## src/rtl/pricing_pkg.sv

```systemverilog
// Command encodings and bus widths shared by the host-side driver and the
// core-side command decoder of the option-pricing core.
package pricing_pkg;

  localparam logic [1:0] CMD_IDLE = 2'b00;
  localparam logic [1:0] CMD_LOAD = 2'b01;
  localparam logic [1:0] CMD_RUN  = 2'b10;
  localparam logic [1:0] CMD_READ = 2'b11;

  localparam int PARAM_W = 12;
  localparam int PRICE_W = 16;

  // One shared down-counter times LOAD (4 beats), WAIT and READ, so it must fit the largest.
  function automatic int cnt_width(input int run_cycles, input int read_lat);
    int w;
    w = $clog2(run_cycles + 1);
    if ($clog2(read_lat + 1) > w) w = $clog2(read_lat + 1);
    if (w < 2) w = 2;
    return w;
  endfunction

endpackage

```

## src/rtl/pricing_host_tx_if.sv

```systemverilog
// Job handshake, result handshake and narrow core command bus of pricing_host_tx.
// slave is the driver block itself; master is whatever feeds jobs and models the core.
interface pricing_host_tx_if
  import pricing_pkg::*;
();

  logic               job_valid;
  logic               job_ready;
  logic [PARAM_W-1:0] s0;
  logic [PARAM_W-1:0] k;
  logic [PARAM_W-1:0] w;
  logic [PARAM_W-1:0] q;
  logic [1:0]         core_state;
  logic [PARAM_W-1:0] core_in;
  logic [PRICE_W-1:0] core_out;
  logic               res_valid;
  logic               res_ready;
  logic [PRICE_W-1:0] price;
  logic               busy;

  modport master (
    output job_valid, s0, k, w, q, res_ready, core_out,
    input  job_ready, core_state, core_in, res_valid, price, busy
  );

  modport slave (
    input  job_valid, s0, k, w, q, res_ready, core_out,
    output job_ready, core_state, core_in, res_valid, price, busy
  );

endinterface

```

## src/rtl/pricing_host_tx.sv

```systemverilog
// Host-side driver for the option-pricing core: serialises one parameter set as
// LOAD beats, issues RUN, waits a fixed compute time, READs the price and returns it.
module pricing_host_tx
  import pricing_pkg::*;
#(
  parameter int RUN_CYCLES = 1024,
  parameter int READ_LAT   = 2
) (
  input logic              clk,
  input logic              rst,
  pricing_host_tx_if.slave bus
);

  typedef enum logic [2:0] {
    ST_IDLE,
    ST_LOAD,
    ST_RUN,
    ST_WAIT,
    ST_READ,
    ST_HOLD
  } state_t;

  localparam int CNT_W = cnt_width(RUN_CYCLES, READ_LAT);

  state_t             state;
  logic [CNT_W-1:0]   cnt;
  logic [PARAM_W-1:0] p_k;
  logic [PARAM_W-1:0] p_w;
  logic [PARAM_W-1:0] p_q;
  logic [1:0]         core_state_r;
  logic [PARAM_W-1:0] core_in_r;
  logic [PRICE_W-1:0] price_r;
  logic               res_valid_r;
  logic               job_ready_r;
  logic               busy_r;

  // S0 goes straight to core_in on accept; K, w, q shift down one slot per LOAD beat.
  always_ff @(posedge clk or posedge rst) begin
    if (rst) begin
      state        <= ST_IDLE;
      cnt          <= '0;
      p_k          <= '0;
      p_w          <= '0;
      p_q          <= '0;
      core_state_r <= CMD_IDLE;
      core_in_r    <= '0;
      price_r      <= '0;
      res_valid_r  <= 1'b0;
      job_ready_r  <= 1'b1;
      busy_r       <= 1'b0;
    end else begin
      case (state)
        ST_IDLE: begin
          if (bus.job_valid) begin
            state        <= ST_LOAD;
            core_state_r <= CMD_LOAD;
            core_in_r    <= bus.s0;
            p_k          <= bus.k;
            p_w          <= bus.w;
            p_q          <= bus.q;
            cnt          <= CNT_W'(3);
            job_ready_r  <= 1'b0;
            busy_r       <= 1'b1;
          end
        end
        ST_LOAD: begin
          p_k <= p_w;
          p_w <= p_q;
          p_q <= '0;
          if (cnt == '0) begin
            state        <= ST_RUN;
            core_state_r <= CMD_RUN;
            core_in_r    <= '0;
          end else begin
            core_in_r <= p_k;
            cnt       <= cnt - CNT_W'(1);
          end
        end
        ST_RUN: begin
          state        <= ST_WAIT;
          core_state_r <= CMD_IDLE;
          cnt          <= CNT_W'(RUN_CYCLES - 1);
        end
        ST_WAIT: begin
          if (cnt == '0) begin
            state        <= ST_READ;
            core_state_r <= CMD_READ;
            cnt          <= CNT_W'(READ_LAT - 1);
          end else begin
            cnt <= cnt - CNT_W'(1);
          end
        end
        ST_READ: begin
          // The price is taken at the edge that ends the last READ beat.
          if (cnt == '0) begin
            state        <= ST_HOLD;
            core_state_r <= CMD_IDLE;
            price_r      <= bus.core_out;
            res_valid_r  <= 1'b1;
          end else begin
            cnt <= cnt - CNT_W'(1);
          end
        end
        ST_HOLD: begin
          if (bus.res_ready) begin
            state       <= ST_IDLE;
            res_valid_r <= 1'b0;
            job_ready_r <= 1'b1;
            busy_r      <= 1'b0;
          end
        end
        default: begin
          state <= ST_IDLE;
        end
      endcase
    end
  end

  assign bus.core_state = core_state_r;
  assign bus.core_in    = core_in_r;
  assign bus.price      = price_r;
  assign bus.res_valid  = res_valid_r;
  assign bus.job_ready  = job_ready_r;
  assign bus.busy       = busy_r;

endmodule

```

## src/flat_wrapper.sv

```systemverilog
// flat-port wrapper written by rule: the top's interface ports become plain ports
module pricing_host_tx_flat import pricing_pkg::*;
#(
  parameter int RUN_CYCLES = 1024,
  parameter int READ_LAT   = 2
)
  (clk, rst, bus_job_valid, bus_s0, bus_k, bus_w, bus_q, bus_res_ready, bus_core_out, bus_job_ready, bus_core_state, bus_core_in, bus_res_valid, bus_price, bus_busy);
  pricing_host_tx_if bus_i ();
  input logic clk;
  input logic rst;
  input wire logic [$bits(bus_i.job_valid)-1:0] bus_job_valid;
  input wire logic [$bits(bus_i.s0)-1:0] bus_s0;
  input wire logic [$bits(bus_i.k)-1:0] bus_k;
  input wire logic [$bits(bus_i.w)-1:0] bus_w;
  input wire logic [$bits(bus_i.q)-1:0] bus_q;
  input wire logic [$bits(bus_i.res_ready)-1:0] bus_res_ready;
  input wire logic [$bits(bus_i.core_out)-1:0] bus_core_out;
  output wire logic [$bits(bus_i.job_ready)-1:0] bus_job_ready;
  output wire logic [$bits(bus_i.core_state)-1:0] bus_core_state;
  output wire logic [$bits(bus_i.core_in)-1:0] bus_core_in;
  output wire logic [$bits(bus_i.res_valid)-1:0] bus_res_valid;
  output wire logic [$bits(bus_i.price)-1:0] bus_price;
  output wire logic [$bits(bus_i.busy)-1:0] bus_busy;
  assign bus_i.job_valid = bus_job_valid;
  assign bus_i.s0 = bus_s0;
  assign bus_i.k = bus_k;
  assign bus_i.w = bus_w;
  assign bus_i.q = bus_q;
  assign bus_i.res_ready = bus_res_ready;
  assign bus_i.core_out = bus_core_out;
  assign bus_job_ready = bus_i.job_ready;
  assign bus_core_state = bus_i.core_state;
  assign bus_core_in = bus_i.core_in;
  assign bus_res_valid = bus_i.res_valid;
  assign bus_price = bus_i.price;
  assign bus_busy = bus_i.busy;
  pricing_host_tx #(.RUN_CYCLES(RUN_CYCLES), .READ_LAT(READ_LAT)) u_core (.clk(clk), .rst(rst), .bus(bus_i));
endmodule
```

## config.mk

```make
export PLATFORM = sky130hd
export DESIGN_NAME = pricing_host_tx_flat
export DESIGN_NICKNAME = d
export VERILOG_FILES = /design/src/rtl/pricing_pkg.sv /design/src/rtl/pricing_host_tx_if.sv /design/src/rtl/pricing_host_tx.sv /design/src/flat_wrapper.sv
export SDC_FILE = /design/constraint.sdc
export NUM_CORES = 1
export LEC_CHECK = 0
export CORE_MARGIN = 1
export CORE_UTILIZATION = 48
export DETAILED_ROUTE_END_ITERATION = 12
export GPL_ROUTABILITY_DRIVEN = 1
export PLACE_DENSITY_LB_ADDON = 0.1
export SLEW_MARGIN = 15
export SYNTH_ARGS = -nofsm -noshare
export SYNTH_HDL_FRONTEND = slang
export SYNTH_SLANG_ARGS = --single-unit
```

## constraint.sdc

```tcl
create_clock -name clk -period 3.64 [get_ports clk]
set_input_delay 0.91 -clock clk [delete_from_list [all_inputs] [get_ports clk]]
set_output_delay 0.91 -clock clk [all_outputs]
set_load 0.005 [all_outputs]
```

Run 1, cell sizes after repair:
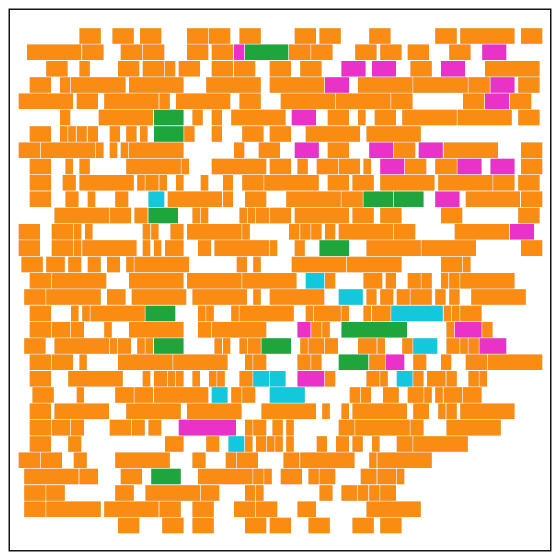
[x1 and smaller] orange | cells: 406 | share: 90%
[x3 and x4] cyan | cells: 11 | share: 2.4%
[x2] magenta | cells: 23 | share: 5.1%
[x6 and larger] green | cells: 13 | share: 2.9%

Run 1, selected gate families:
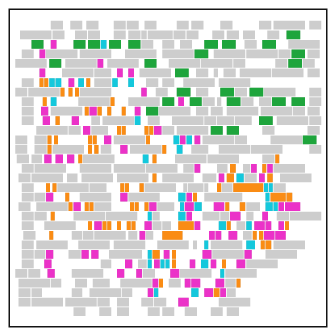
[nand cells] cyan | cells: 35
[nor cells] orange | cells: 76
[mux cells] green | cells: 28
[aoi and oai cells] magenta | cells: 76

==> impl_metrics.yaml, run 1 <==
# implementation run metrics
cts:
  postCtsSetupRepairBufs: 0
  htreeDepth: 3
  clock_sinks: 83
  cts_resized: 0
  clkLatencyLatePin_ns: 0.34
  cts-root-buf: "clkbuf_8"
  clkTransAtPathRegs_ns: 0.08
  cts_tree: "built"
setup_path:
  path_cells: "clkdlybuf4s50_1 > nand2b_1 > or3_1 > nand2_1 > nor2_1 > nor2_1"
  critPathTopFamily: "simple AND/OR/NAND/NOR gates"
  crit_top_cell: "nor2_1"
  crit_start: "bus_job_valid"
  r2r_slack_ns: 1.16
  required_ns: 3.91
  endpoint: "u_core.p_w[5]$_DFFE_PP0P_"
  path_buffers: 1
  r2r_start: "u_core.state[1]$_DFFE_PP0P_"
  slowest_stage: "nand2_1"
  cp_slowest_stage_delay_ns: 0.59
  path_class: "in -> reg"
  r2r_cells: 5
finish:
  drive_gt1_frac: 0.104
  largest_class: "registers"
  seq_cell_count: 83
  design_area_um2: 5020
  sh_seq_area: 0.414
  layout.nonclk_buf_frac: 0.211
  nNetsFinal: 517
  clk_share: 0.0409
  buffers: 106
  inverters: 4
  utilization: 0.681
  layout.cells.non_filler: 552
  comb-cell-share: 0.306
  comb_cells: 244
  num_antenna_cells: 0
  lay_top_cells: "100 x clkdlybuf4s50_1, 82 x dfrtp_1, 64 x nor2_1"
min_path:
  min_path_cells: 2
  holdPathEnd: "u_core.p_k[11]$_DFFE_PP0P_"
yosys:
  topCellsByArea: "dfrtp_1 55%, nor2_1 6.5%, mux2_2 4.8%"
  largest_area_cell: "dfrtp_1"
  most_common_cell: "dfrtp_1"
  yosysSeqAreaShare: 0.559
  yosysUniqueCellTypes: 47
  mux_area_frac: 0.0808
  syn-cell-area_um2: 3720
  postSynthAreaPerCell_um2: 10.6
  syn_nets: 421
  yosys.area_share.aoi: 0.174
  ys_async_sr_fraction: 1.00
  simple_gate_share: 0.151
  yosysWarnings: 0
  ys_top_cells_by_count: "82 x dfrtp_1, 64 x nor2_1, 27 x o21ai_0"
  yosys-stat-cells: 352
global_route:
  grt_most_used_layer: "met2"
  first_global_vias: 3150
  grt_pass1_wl_mm: 15.1
  grt_use_met1: 0.305
  grt_usage: 0.233
  grt_max_degree: 84
  antenna_found_initial: 0
status:
  status: "completed"
job:
  tool_warnings: 26
  drv_cap: 0
sta:
  whs_ns: 0.505
  setup_violations: 0
  skew_ns: 0.00571
  setup_tns_ns: 0
  max_freq_mhz: 386
route:
  drt_iter0_drc: 135
  ant_nets: 0
  avgRoutedWirePerCell_um: 15.9
  drc: 0
  vias: 3059
  wl_mm: 8.78
  wl_met1_mm: 3.82
  dr_wl_met2_mm: 4.46
  top_layer: "met4"
power_and_ir_drop:
  p_sw_w: 0.000372
  internal_power_w: 0.00139
  comb_power_share: 0.077
  p_per_area_nw_per_um2: 351
  netSwitchingFraction: 0.211
  ir_drop_uv: 208
  pwr-share-clk: 0.385
  power_frac_seq: 0.537
placement:
  numPlacedInstances: 536
  dp_hpwl_mm: 6.07
  portBuffers: 100
  detailed_place.area_um2: 4810
  place_ws_ns: 0.710
floorplanning:
  pin_count: 101
  fp_util: 0.505
  coreArea_um2: 7370
  fp.dieW_um: 90.0
  rows: 31
Run 1, M2 wires:
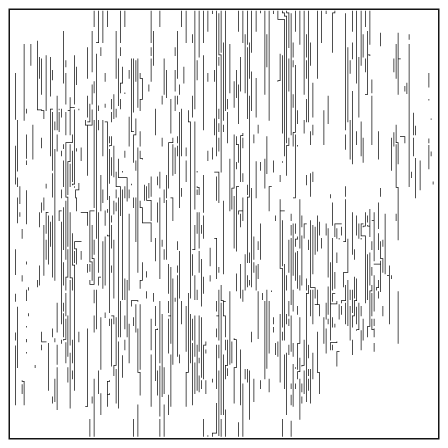
share of all routed wire: 51%
longest straight run: 38.8 um
wire length on this layer: 4460 um

Run 1, cell classes on the final placement:
The bar under the picture is 20 um long. Fill, decap, tap and diode cells in gray.
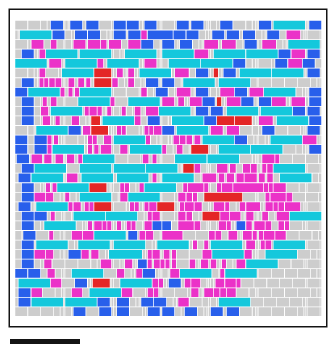
[clock drivers and dummy loads] red | cells: 16
[remaining logic cells] magenta | cells: 248
[remaining buffers and delay cells] blue | cells: 106
[registers] cyan | cells: 83

[run 1: state kept, by name, indices dropped and copies added, names as in the netlist, 2 cells and up]
signal / count
u_core.bus.core_in: 12
u_core.bus.core_state: 2
u_core.bus.price: 16
u_core.cnt: 11
u_core.p_k: 12
u_core.p_q: 12
u_core.p_w: 12
u_core.state: 3
[run 1: power by group through the flow]
stage	Combinational (W)	Sequential (W)	Clock, W
3_3_place_gp	0.000136	0.000964	0
5_1_grt	0.000148	0.000949	0.000732
3_5_place_dp	0.000138	0.000965	0
2_1_floorplan	0.0000313	0.000964	0
4_1_cts	0.000139	0.000946	0.000689
6_report	0.000136	0.000946	0.000678
==> run 1 -> run 2 <==
clock period = 2.65 ns   (was 3.64 ns; I/O delays follow)
Run 2, selected gate families:
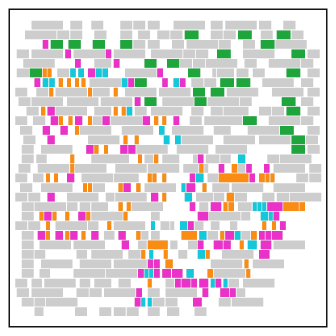
[aoi and oai cells] magenta | cells: 76 | where: all over the die
[nor cells] orange | cells: 76
[nand cells] cyan | cells: 35
[mux cells] green | cells: 28

Run 2, cell sizes after repair:
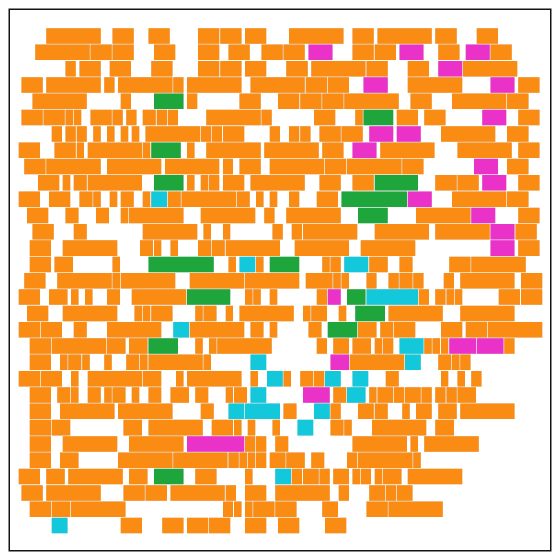
[x3 and x4] cyan | cells: 19 | share: 4.1%
[x2] magenta | cells: 22 | share: 4.8%
[x1 and smaller] orange | cells: 405 | share: 88%
[x6 and larger] green | cells: 15 | share: 3.3%

==> run 2 against run 1 <==
Against the previous run:
- flip-flop count is the same
- combinational power grew 41%
- via count is essentially flat
- critical path depth is the same
- total power grew 43%
- setup slack lost 0.58 ns
- sequential share of layout area shrank 0.78 points
- final cell count grew 1.4%
- first-iteration DRC count shrank 0.74%
- area after synthesis is the same
==> impl_metrics.yaml, run 2 <==
# implementation run metrics
status:
  status: "completed"
yosys:
  mux_area_frac: 0.0808
  ys_top_cells_by_count: "82 x dfrtp_1, 64 x nor2_1, 27 x o21ai_0"
  yosys_area_um2: 3720
  postSynthAreaPerCell_um2: 10.6
  synth-seq-cells: 83
  yosys-stat-cells: 352
  yosysWarnings: 0
  yosysUniqueCellTypes: 47
  syn_nets: 421
  ys_async_sr_fraction: 1.00
  topCellsByArea: "dfrtp_1 55%, nor2_1 6.5%, mux2_2 4.8%"
  yosys.area_share.aoi: 0.174
  most_common_cell: "dfrtp_1"
  yosysSeqAreaShare: 0.559
  largest_area_cell: "dfrtp_1"
  simple_gate_share: 0.151
  syn-cell-area_um2: 3720
  syn_inst: 352
finish:
  num_antenna_cells: 0
  layout.cells.non_filler: 560
  lay_top_count: "clkdlybuf4s50_1"
  area_growth_pct: 37.5
  design_area_um2: 5110
  lay_top_cells: "100 x clkdlybuf4s50_1, 82 x dfrtp_1, 64 x nor2_1"
  drive_gt1_frac: 0.121
  largest_reg_flops: 16
  fill_cells: 606
  nNetsFinal: 525
  utilization: 0.694
route:
  via_per_inst: 5.47
  wl_met1_mm: 3.87
  dr_wl_met2_mm: 4.53
  top_layer: "met4"
  vias: 3061
  wl_mm: 8.83
  drc: 0
  drtPass1Iterations: 4
  avgRoutedWirePerCell_um: 15.8
  drt_iter0_drc: 134
  ant_nets: 0
setup_path:
  required_ns: 2.89
  crit_path_start_kind: "register"
  cp.arrival_ns: 2.41
  r2r_cells: 6
  r2r_start: "u_core.cnt[0]$_DFFE_PP0P_"
  path_class: "reg -> reg"
  endpoint: "u_core.bus.price[9]$_DFFE_PP0P_"
  r2r_slack_ns: 0.47
  crit_start: "u_core.cnt[0]$_DFFE_PP0P_"
sta:
  setup_tns_ns: 0
  setup_violations: 0
  skew_ns: 0.00885
  min_period_ns: 2.18
  finalClockPeriodUsage: 0.821
  rsz0062_at_grt: "no"
  relSlewSlack: 0.444
  drv_slew: 0
  tightest_slew_ns: 0.831
  whs_ns: 0.493
  max_freq_mhz: 459
  hold_viol: 0
power_and_ir_drop:
  internal_power_w: 0.00198
  p_comb_w: 0.000192
  pwr-share-clk: 0.407
  power_frac_seq: 0.517
  maxPowerGroup: "registers"
  netSwitchingFraction: 0.211
  pg_clk_w: 0.00102
  seq-power_w: 0.00130
  p_sw_w: 0.000532
  p_per_area_nw_per_um2: 492
  leakagePower_nw: 2.16
  ir_drop_uv: 309
  comb_power_share: 0.077
min_path:
  holdPathEnd: "u_core.cnt[0]$_DFFE_PP0P_"
  min_path_cells: 1
floorplanning:
  pin_count: 101
  rows: 31
  fp.dieW_um: 90.0
  fp_util: 0.505
  coreArea_um2: 7370
  die_y_um: 90.0
global_route:
  grt_max_degree: 30
  overflow: 0
  met3_usage: 0.0364
  grt_usage: 0.235
  grt_use_met1: 0.307
  first_global_vias: 3114
  grt_most_used_layer: "met2"
  grt_pass1_wl_mm: 15.2
  antenna_found_initial: 0
cts:
  clock_sinks: 83
  htreeDepth: 3
  clkTransAtPathRegs_ns: 0.09
  cts_tree: "built"
  cts-root-buf: "clkbuf_8"
  clkLatencyLatePin_ns: 0.35
  postCtsSetupRepairBufs: 0
  cts_resized: 0
placement:
  detailed_place.area_um2: 4890
  numPlacedInstances: 544
  dp_hpwl_mm: 6.30
  portBuffers: 100
  globalplace.congestion: 0.818
  place_ws_ns: 0.196
job:
  tool_warnings: 26
  drv_cap: 0
Run 2, cell classes on the final placement:
The bar under the picture is 20 um long. Fill, decap, tap and diode cells in gray.
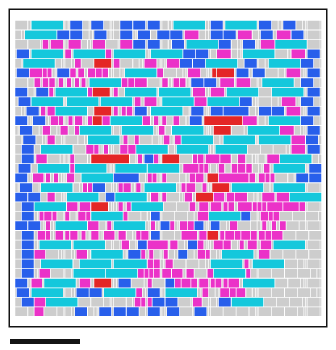
[registers] cyan | cells: 83
[remaining logic cells] magenta | cells: 248
[clock drivers and dummy loads] red | cells: 16
[remaining buffers and delay cells] blue | cells: 114

==> run 2: netlist changes by cell type in the layout (fill, tap and decap cells not counted), sizes merged <==
cell / change
clkinvlp: +1
bufinv: +1
buf: +8
inv: +1
clkinv: -1
clkbuf: -2
==> run 2: cell type report <==
class                      instances  area [um^2]  share of cell area
multi-input combinational        244         1540               0.300
sequential                        83         2080               0.406
timing repair buffer             114         1130               0.221
tap                               99          124              0.0242
inverter                           4         18.8             0.00367
clock buffer                      11          141              0.0276
clock inverter                     5         85.1              0.0166
==> run 2: worst max-delay path, stage by stage (launching register included) <==
cell,delay [ns]
dfrtp_1,0.40
inv_1,0.07
ha_1,0.19
nor4b_4,0.32
and3_1,0.41
nand2_2,0.31
mux2_2,0.37
Power figures rest on the tool's default switching activity, not on a simulated workload.
